File: src/rtl/mult_arbiter_if.sv
// Handshake bundle between the multiplier arbiter, its requesters and the shared multiplier.
// Ports: requester side (req_*/rsp_*) and multiplier side (mul_*).
// master = arbiter view, slave = environment (requesters + multiplier) view.
interface mult_arbiter_if #(
    parameter int N     = 4,
    parameter int WIDTH = 32
);
    logic [N-1:0]         req_valid;
    logic [N*WIDTH-1:0]   req_a;
    logic [N*WIDTH-1:0]   req_b;
    logic [N-1:0]         req_ready;
    logic [N-1:0]         rsp_valid;
    logic [2*WIDTH-1:0]   rsp_data;
    logic                 rsp_err;
    logic [N-1:0]         rsp_ack;
    logic [WIDTH-1:0]     mul_a;
    logic [WIDTH-1:0]     mul_b;
    logic                 mul_valid_data;
    logic                 mul_done;
    logic [2*WIDTH-1:0]   mul_result;
    logic                 mul_ack;

    modport master (
        input  req_valid, req_a, req_b, rsp_ack, mul_done, mul_result,
        output req_ready, rsp_valid, rsp_data, rsp_err,
               mul_a, mul_b, mul_valid_data, mul_ack
    );

    modport slave (
        output req_valid, req_a, req_b, rsp_ack, mul_done, mul_result,
        input  req_ready, rsp_valid, rsp_data, rsp_err,
               mul_a, mul_b, mul_valid_data, mul_ack
    );
endinterface

File: src/rtl/mult_arbiter.sv
// Round-robin arbiter sharing one multiplier among N requesters, with a done-flag watchdog.
// Latency: grant+issue 1 cycle after request, response 1 cycle after mul_done, idle 2 cycles after rsp_ack.
// Backpressure: one transaction in flight; RESP holds until the granted requester acks.
// Ports: clk, rst_n (async active-low); bus = request/response/multiplier handshakes;
//        busy = not idle; grant_id = index of current or last grant.
module mult_arbiter #(
    parameter int N       = 4,
    parameter int WIDTH   = 32,
    parameter int TIMEOUT = 40
) (
    input  logic           clk,
    input  logic           rst_n,
    mult_arbiter_if.master bus,
    output logic           busy,
    output logic [2:0]     grant_id
);
    localparam int CW = $clog2(TIMEOUT);

    typedef enum logic [2:0] {IDLE, ISSUE, WAIT, RESP, RELEASE} state_t;

    state_t             state, state_nxt;
    logic [2:0]         last_grant;
    logic [2:0]         pick;
    logic               pick_vld;
    logic [WIDTH-1:0]   pick_a, pick_b;
    logic [WIDTH-1:0]   op_a, op_b;
    logic [2*WIDTH-1:0] rsp_data_q;
    logic               rsp_err_q;
    logic [CW-1:0]      wdog;
    logic               wdog_exp;
    logic [N-1:0]       grant_oh;

    // Round-robin pick: first requester above last_grant, else the lowest set bit
    // (which puts last_grant itself at the bottom of the order).
    always_comb begin
        pick     = '0;
        pick_vld = 1'b0;
        pick_a   = '0;
        pick_b   = '0;
        for (int j = 0; j < N; j++) begin
            if (!pick_vld && bus.req_valid[j] && (3'(j) > last_grant)) begin
                pick     = 3'(j);
                pick_vld = 1'b1;
                pick_a   = bus.req_a[j*WIDTH +: WIDTH];
                pick_b   = bus.req_b[j*WIDTH +: WIDTH];
            end
        end
        for (int j = 0; j < N; j++) begin
            if (!pick_vld && bus.req_valid[j]) begin
                pick     = 3'(j);
                pick_vld = 1'b1;
                pick_a   = bus.req_a[j*WIDTH +: WIDTH];
                pick_b   = bus.req_b[j*WIDTH +: WIDTH];
            end
        end
    end

    always_comb begin
        grant_oh = '0;
        for (int j = 0; j < N; j++) begin
            if (3'(j) == grant_id) grant_oh[j] = 1'b1;
        end
    end

    assign wdog_exp = (wdog == CW'(TIMEOUT - 1));

    always_ff @(posedge clk or negedge rst_n) begin
        if (!rst_n) state <= IDLE;
        else        state <= state_nxt;
    end

    always_comb begin
        state_nxt = state;
        case (state)
            IDLE:    if (pick_vld) state_nxt = ISSUE;
            ISSUE:   state_nxt = WAIT;
            // mul_done and watchdog expiry both leave WAIT; the datapath gives mul_done priority.
            WAIT:    if (bus.mul_done || wdog_exp) state_nxt = RESP;
            // Only the granted requester's ack counts.
            RESP:    if (|(bus.rsp_ack & grant_oh)) state_nxt = RELEASE;
            RELEASE: state_nxt = IDLE;
            default: state_nxt = IDLE;
        endcase
    end

    always_ff @(posedge clk or negedge rst_n) begin
        if (!rst_n) begin
            last_grant <= 3'(N - 1);
            grant_id   <= '0;
            op_a       <= '0;
            op_b       <= '0;
            rsp_data_q <= '0;
            rsp_err_q  <= 1'b0;
            wdog       <= '0;
        end else begin
            case (state)
                IDLE: begin
                    if (pick_vld) begin
                        op_a       <= pick_a;
                        op_b       <= pick_b;
                        grant_id   <= pick;
                        last_grant <= pick;
                    end
                end
                ISSUE: wdog <= '0;
                WAIT: begin
                    if (bus.mul_done) begin
                        rsp_data_q <= bus.mul_result;
                        rsp_err_q  <= 1'b0;
                    end else if (wdog_exp) begin
                        rsp_data_q <= '0;
                        rsp_err_q  <= 1'b1;
                    end else begin
                        wdog <= wdog + 1'b1;
                    end
                end
                default: ;
            endcase
        end
    end

    // All outputs come from registers or a decode of the state register.
    assign bus.req_ready      = (state == ISSUE) ? grant_oh : '0;
    assign bus.mul_valid_data = (state == ISSUE);
    assign bus.rsp_valid      = (state == RESP) ? grant_oh : '0;
    assign bus.mul_ack        = (state == RELEASE);
    assign bus.rsp_data       = rsp_data_q;
    assign bus.rsp_err        = rsp_err_q;
    assign bus.mul_a          = op_a;
    assign bus.mul_b          = op_b;
    assign busy               = (state != IDLE);
endmodule

File: src/flat_wrapper.sv
// flat-port wrapper written by rule: the top's interface ports become plain ports
module mult_arbiter_flat 
#(
    parameter int N       = 4,
    parameter int WIDTH   = 32,
    parameter int TIMEOUT = 40
)
  (clk, rst_n, busy, grant_id, bus_req_valid, bus_req_a, bus_req_b, bus_rsp_ack, bus_mul_done, bus_mul_result, bus_req_ready, bus_rsp_valid, bus_rsp_data, bus_rsp_err, bus_mul_a, bus_mul_b, bus_mul_valid_data, bus_mul_ack);
  mult_arbiter_if #(.N(N), .WIDTH(WIDTH)) bus_i ();
  input  logic clk;
  input  logic rst_n;
  output logic busy;
  output logic [2:0] grant_id;
  input wire logic [$bits(bus_i.req_valid)-1:0] bus_req_valid;
  input wire logic [$bits(bus_i.req_a)-1:0] bus_req_a;
  input wire logic [$bits(bus_i.req_b)-1:0] bus_req_b;
  input wire logic [$bits(bus_i.rsp_ack)-1:0] bus_rsp_ack;
  input wire logic [$bits(bus_i.mul_done)-1:0] bus_mul_done;
  input wire logic [$bits(bus_i.mul_result)-1:0] bus_mul_result;
  output wire logic [$bits(bus_i.req_ready)-1:0] bus_req_ready;
  output wire logic [$bits(bus_i.rsp_valid)-1:0] bus_rsp_valid;
  output wire logic [$bits(bus_i.rsp_data)-1:0] bus_rsp_data;
  output wire logic [$bits(bus_i.rsp_err)-1:0] bus_rsp_err;
  output wire logic [$bits(bus_i.mul_a)-1:0] bus_mul_a;
  output wire logic [$bits(bus_i.mul_b)-1:0] bus_mul_b;
  output wire logic [$bits(bus_i.mul_valid_data)-1:0] bus_mul_valid_data;
  output wire logic [$bits(bus_i.mul_ack)-1:0] bus_mul_ack;
  assign bus_i.req_valid = bus_req_valid;
  assign bus_i.req_a = bus_req_a;
  assign bus_i.req_b = bus_req_b;
  assign bus_i.rsp_ack = bus_rsp_ack;
  assign bus_i.mul_done = bus_mul_done;
  assign bus_i.mul_result = bus_mul_result;
  assign bus_req_ready = bus_i.req_ready;
  assign bus_rsp_valid = bus_i.rsp_valid;
  assign bus_rsp_data = bus_i.rsp_data;
  assign bus_rsp_err = bus_i.rsp_err;
  assign bus_mul_a = bus_i.mul_a;
  assign bus_mul_b = bus_i.mul_b;
  assign bus_mul_valid_data = bus_i.mul_valid_data;
  assign bus_mul_ack = bus_i.mul_ack;
  mult_arbiter #(.N(N), .WIDTH(WIDTH), .TIMEOUT(TIMEOUT)) u_core (.clk(clk), .rst_n(rst_n), .bus(bus_i), .busy(busy), .grant_id(grant_id));
endmodule
File: config.mk
export PLATFORM = sky130hd
export DESIGN_NAME = mult_arbiter_flat
export DESIGN_NICKNAME = d
export VERILOG_FILES = /design/src/rtl/mult_arbiter_if.sv /design/src/rtl/mult_arbiter.sv /design/src/flat_wrapper.sv
export SDC_FILE = /design/constraint.sdc
export NUM_CORES = 1
export LEC_CHECK = 0
export CORE_MARGIN = 10
export CORE_UTILIZATION = 35
export DETAILED_ROUTE_END_ITERATION = 7
export PLACE_DENSITY = 0.74
export SYNTH_ARGS = -nofsm -noshare
export SYNTH_HDL_FRONTEND = slang
export SYNTH_SLANG_ARGS = --single-unit
File: constraint.sdc
create_clock -name clk -period 2.6 [get_ports clk]
set_clock_uncertainty 0.2 [all_clocks]
set_input_delay 0.26 -clock clk [delete_from_list [all_inputs] [get_ports clk]]
set_output_delay 0.26 -clock clk [all_outputs]
set_load 0.005 [all_outputs]
==> images/clock_nets.png <==
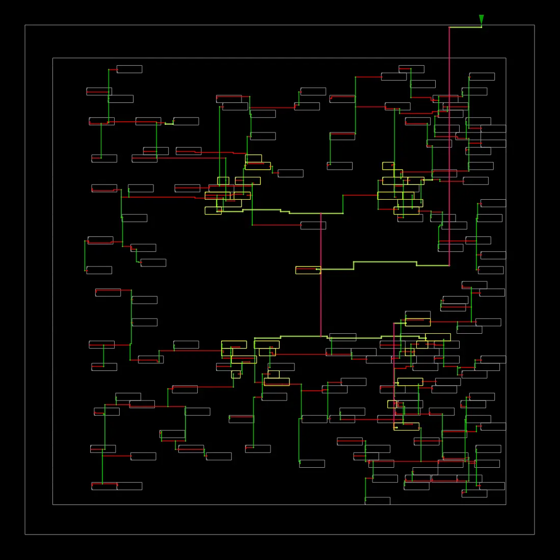
Clock buffer cells: 17
clk ins delay skew pair: 0.42 ns
TritonCTS Buffers: 17
CTS Sinks: 142
flip-flop and latch count: 142

==> images/sizing.png <==
Scale bar: 50 um.
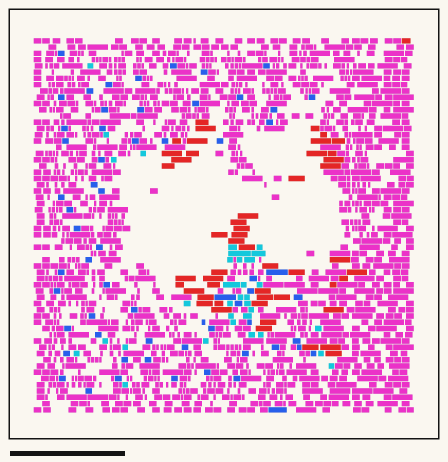
x3 and x4 -> cyan  # cells 33
x6 and larger -> red  # cells 51
x1 and smaller -> magenta  # cells 1462
x2 -> blue  # cells 62
Area Overhead vs Synth: 60.5%
Setup WS post-layout: 0.242 ns

==> images/ff_map.png <==
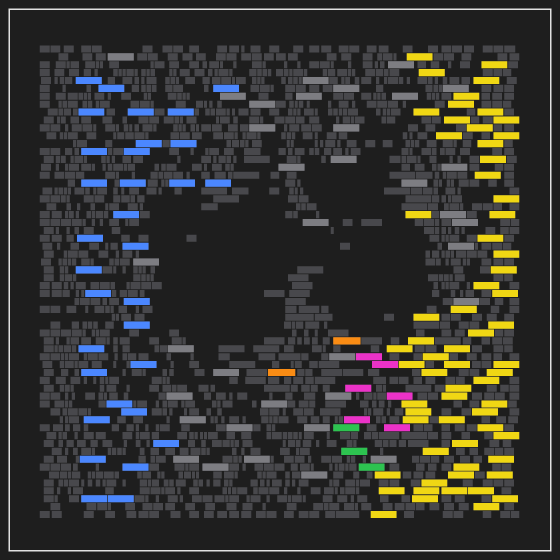
u_core.wdog -> magenta  # placed flops 6
u_core.state -> green  # placed flops 3
u_core.bus.rsp_data -> yellow  # placed flops 64, where a column on the right
u_core.last_grant -> orange  # placed flops 2
u_core.bus.mul_a -> blue  # placed flops 32, where a column on the left
FF/Latch Area: 3560 um2
final core utilization: 57.4%
flop share of the area: 22.9%

==> images/clock_wires.png <==
Scale bar: 50 um.
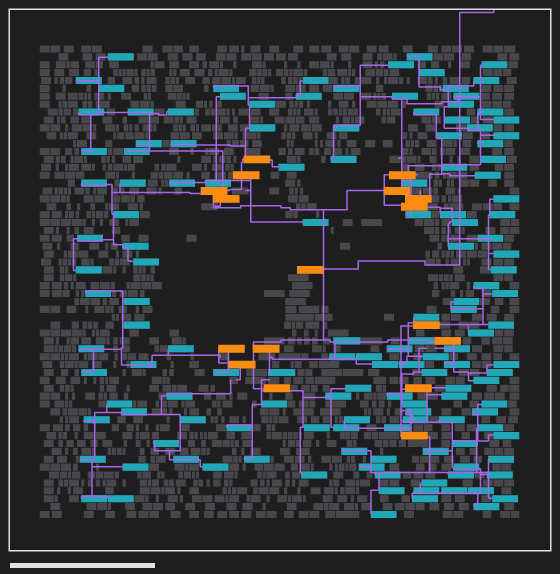
clock wires -> purple  # length 2360 um
flip-flops -> cyan  # count 142
clock-net drivers -> orange  # count 17
flops lie = spread over the die
clock share of power: 14.9%
clk pwr: 0.00257 W

==> images/m4.png <==
Supply wires on this layer in gray.
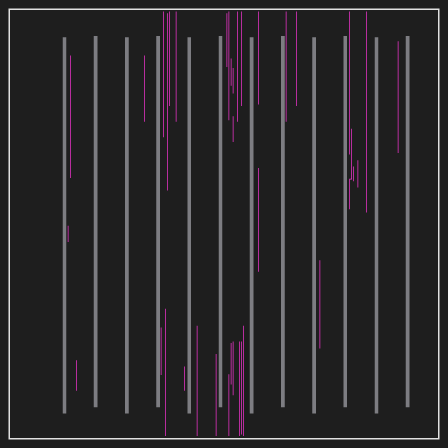
main direction = vertical
nets with wire on the layer = 36
vias: 11622
routed wire length: 46.5 mm

==> state kept, by name (all words and copies together), names as in the netlist <==
name,count
u_core.bus.rsp_err,1
u_core.wdog,6
u_core.bus.mul_b,32
u_core.grant_id,2
u_core.bus.mul_a,32
u_core.bus.rsp_data,64
u_core.state,3
u_core.last_grant,2
==> report_power, final <==
| group | switching, W | internal, W | total, W |
|---|---|---|---|
| Combinational | 0.00517 | 0.00554 | 0.0107 |
| Clock | 0.00126 | 0.00132 | 0.00257 |
| Sequential | 0.000687 | 0.00333 | 0.00402 |
| Total | 0.00711 | 0.0102 | 0.0173 |
==> what timing repair did <==
action | 4_1_cts | 5_1_grt
hold buffers | 1 | 0
gates resized | 0 | 0
hold endpoints to repair | 54 | 0
==> area by class of cell <==
cell class / instances / share of cell area, %
Antenna cell: 6 / 0.0968
Clock buffer: 17 / 2.74
Sequential cell: 142 / 22.9
Clock inverter: 15 / 1.19
Timing Repair Buffer: 516 / 34.2
Inverter: 68 / 1.65
Multi-Input combinational cell: 850 / 34.4
Tap cell: 341 / 2.75
==> routing by layer <==
metal,up-vias,part of all wire (%)
met3,83,12
li1,5212,-
met5,-,0.058
met2,739,48
met1,5584,37
met4,4,2.9
==> per-stage QoR <==
| stage | utilization, % | hold slack [ns] |
|---|---|---|
| 2_1_floorplan | - | -0.236 |
| 3_3_place_gp | 55.0 | 0.0766 |
| 3_5_place_dp | 55.0 | 0.0706 |
| 4_1_cts | 57.3 | 0.0771 |
| 5_1_grt | 57.4 | 0.107 |
| 6_report | 57.4 | 0.0952 |
==> critical path, delay by kind of cell, from the launching register on <==
kind                   cells  cell delay (ns)
buffers and inverters      1             0.53
DFF                        1             0.47
and+or+nand+nor            2             0.47
==> logic make-up after synthesis <==
logic type / Yosys count / share of synthesized area (%)
flops: 142 / 36.8
buf+inv: 185 / 8.38
mux: 2 / 0.350
fa+ha+maj: 1 / 0.129
xor+xnor: 4 / 0.363
compound gates: 467 / 37.5
simple gates: 375 / 16.5
other cells: 1 / 0.0388
==> placed cells by master, fill, tap and decap left out, types with 4 or more instances in the layout <==
master,Yosys,final
a211oi_1,64,64
a21oi_1,67,67
a221o_1,64,64
a22o_1,65,65
a32o_1,64,64
buf_12,0,20
buf_4,2,23
clkbuf_16,0,17
clkdlybuf4s50_1,0,470
clkinv_8,0,4
dfrtp_1,140,140
diode_2,0,6
inv_1,68,68
inv_8,0,6
nand2_1,266,264
nand3_1,66,65
nor2_1,15,15
o21ai_0,75,75
o21ai_1,7,7
o21ai_2,49,49
==> worst max path at each step <==
stage,from,to
after floorplan,u_core.last_grant[1],u_core.bus.mul_b[16]
after global placement,bus_req_valid[1],u_core.grant_id[0]
after detailed placement,bus_req_valid[1],u_core.last_grant[0]
after CTS,u_core.state[2],bus_mul_valid_data
after global routing,u_core.state[2],bus_rsp_valid[0]
final,u_core.state[2],bus_rsp_valid[0]
==> results.json <==
{
  "leakagePower_nw": 6.11,
  "crit_required_ns": 2.14,
  "critPathArrivalTime_ns": 1.90,
  "ys_types": 48,
  "period_minus_slack_ns": 2.36,
  "io_buffer_count": 472,
  "cap_violations": 0,
  "clockBufferDepth": 2,
  "synth_area_um2": 9660,
  "layout-drive-gt1-share_pct": 9.08,
  "gp_congestion": 0.902,
  "nets": 1927,
  "r2r_slack_ns": 0.26,
  "synth_nets": 1509,
  "slew_headroom_pct": 54.0,
  "globalRouteOverflowTotal": 0,
  "edf_count": 0,
  "total_power_w": 0.0173,
  "grt_pass1_vias": 11574,
  "firstDrtPassIters": 5,
  "tns_ns": 0,
  "rsz0062_at_grt": "no",
  "finalHoldViolations": 0,
  "crit_path_top_delay_cell": "clkdlybuf4s50_1",
  "pwr_density_cell_nw_per_um2": 1120,
  "synthArstFlopShare_pct": 100,
  "synthCells": 1177,
  "die_area_um2": 34700,
  "hold_path_class": "in -> reg",
  "crit_path_end_kind": "output pin",
  "avgSynthCellArea_um2": 8.21,
  "antenna_found_initial": 8,
  "busiest_layer": "met2",
  "pin_count": 474,
  "h-tree-depth": 4,
  "top_area_share_pct": 36.3,
  "yosys.stat.seqShare_pct": 36.8,
  "combGateArea_um2": 5340,
  "cts_setup_buffers": 0,
  "max_stage_delay_ns": 0.53,
  "synth.most_common_cell": "nand2_1",
  "tool_warnings": 26,
  "design_area_um2": 15500,
  "ff_type": "dfrtp_1",
  "setup_viol": 0,
  "whs_path_depth": 4,
  "worst_hold_startpoint": "bus_req_valid[2]",
  "grt_util_met1_pct": 30.3,
  "top_cells_by_area": "dfrtp_1 (36%), nand2_1 (10%), a221o_1 (6.6%)",
  "via_per_inst": 5.94,
  "holdPathEnd": "u_core.state[0]",
  "irDropWorstVdd_mv": 0.552,
  "hpwl_mm": 33.3,
  "drt_iter0_markers": 1027,
  "core_area_um2": 27000,
  "detail_route.wl_per_cell_um": 23.8,
  "outcome": "finished, final reports clean",
  "dp.cells": 1916,
  "fill_cells": 2446,
  "yosys_cells": 1177,
  "layout.cells.non_filler": 1955,
  "yosys_area_um2": 9660,
  "finalClockPeriodUsage_pct": 90.7,
  "worst_slew_pin_slew_ns": 0.689,
  "max_freq_mhz": 424,
  "cts_tree": "built",
  "ys_ff": 142,
  "grt.total_usage_pct": 25.5,
  "crit_chain": "nand3b_1, nor3_1, clkdlybuf4s50_1",
  "crit_path_max_fanout": 8,
  "r2r-end": "u_core.bus.mul_b[22]",
  "synthTopCellsByCount": "nand2_1 (266), dfrtp_1 (140), clkbuf_1 (85)",
  "largest_area_cell": "dfrtp_1",
  "clk_pin_slew_ns": 0.08,
  "drcViolationCount": 0
}
Power and IR drop assume default switching activity.
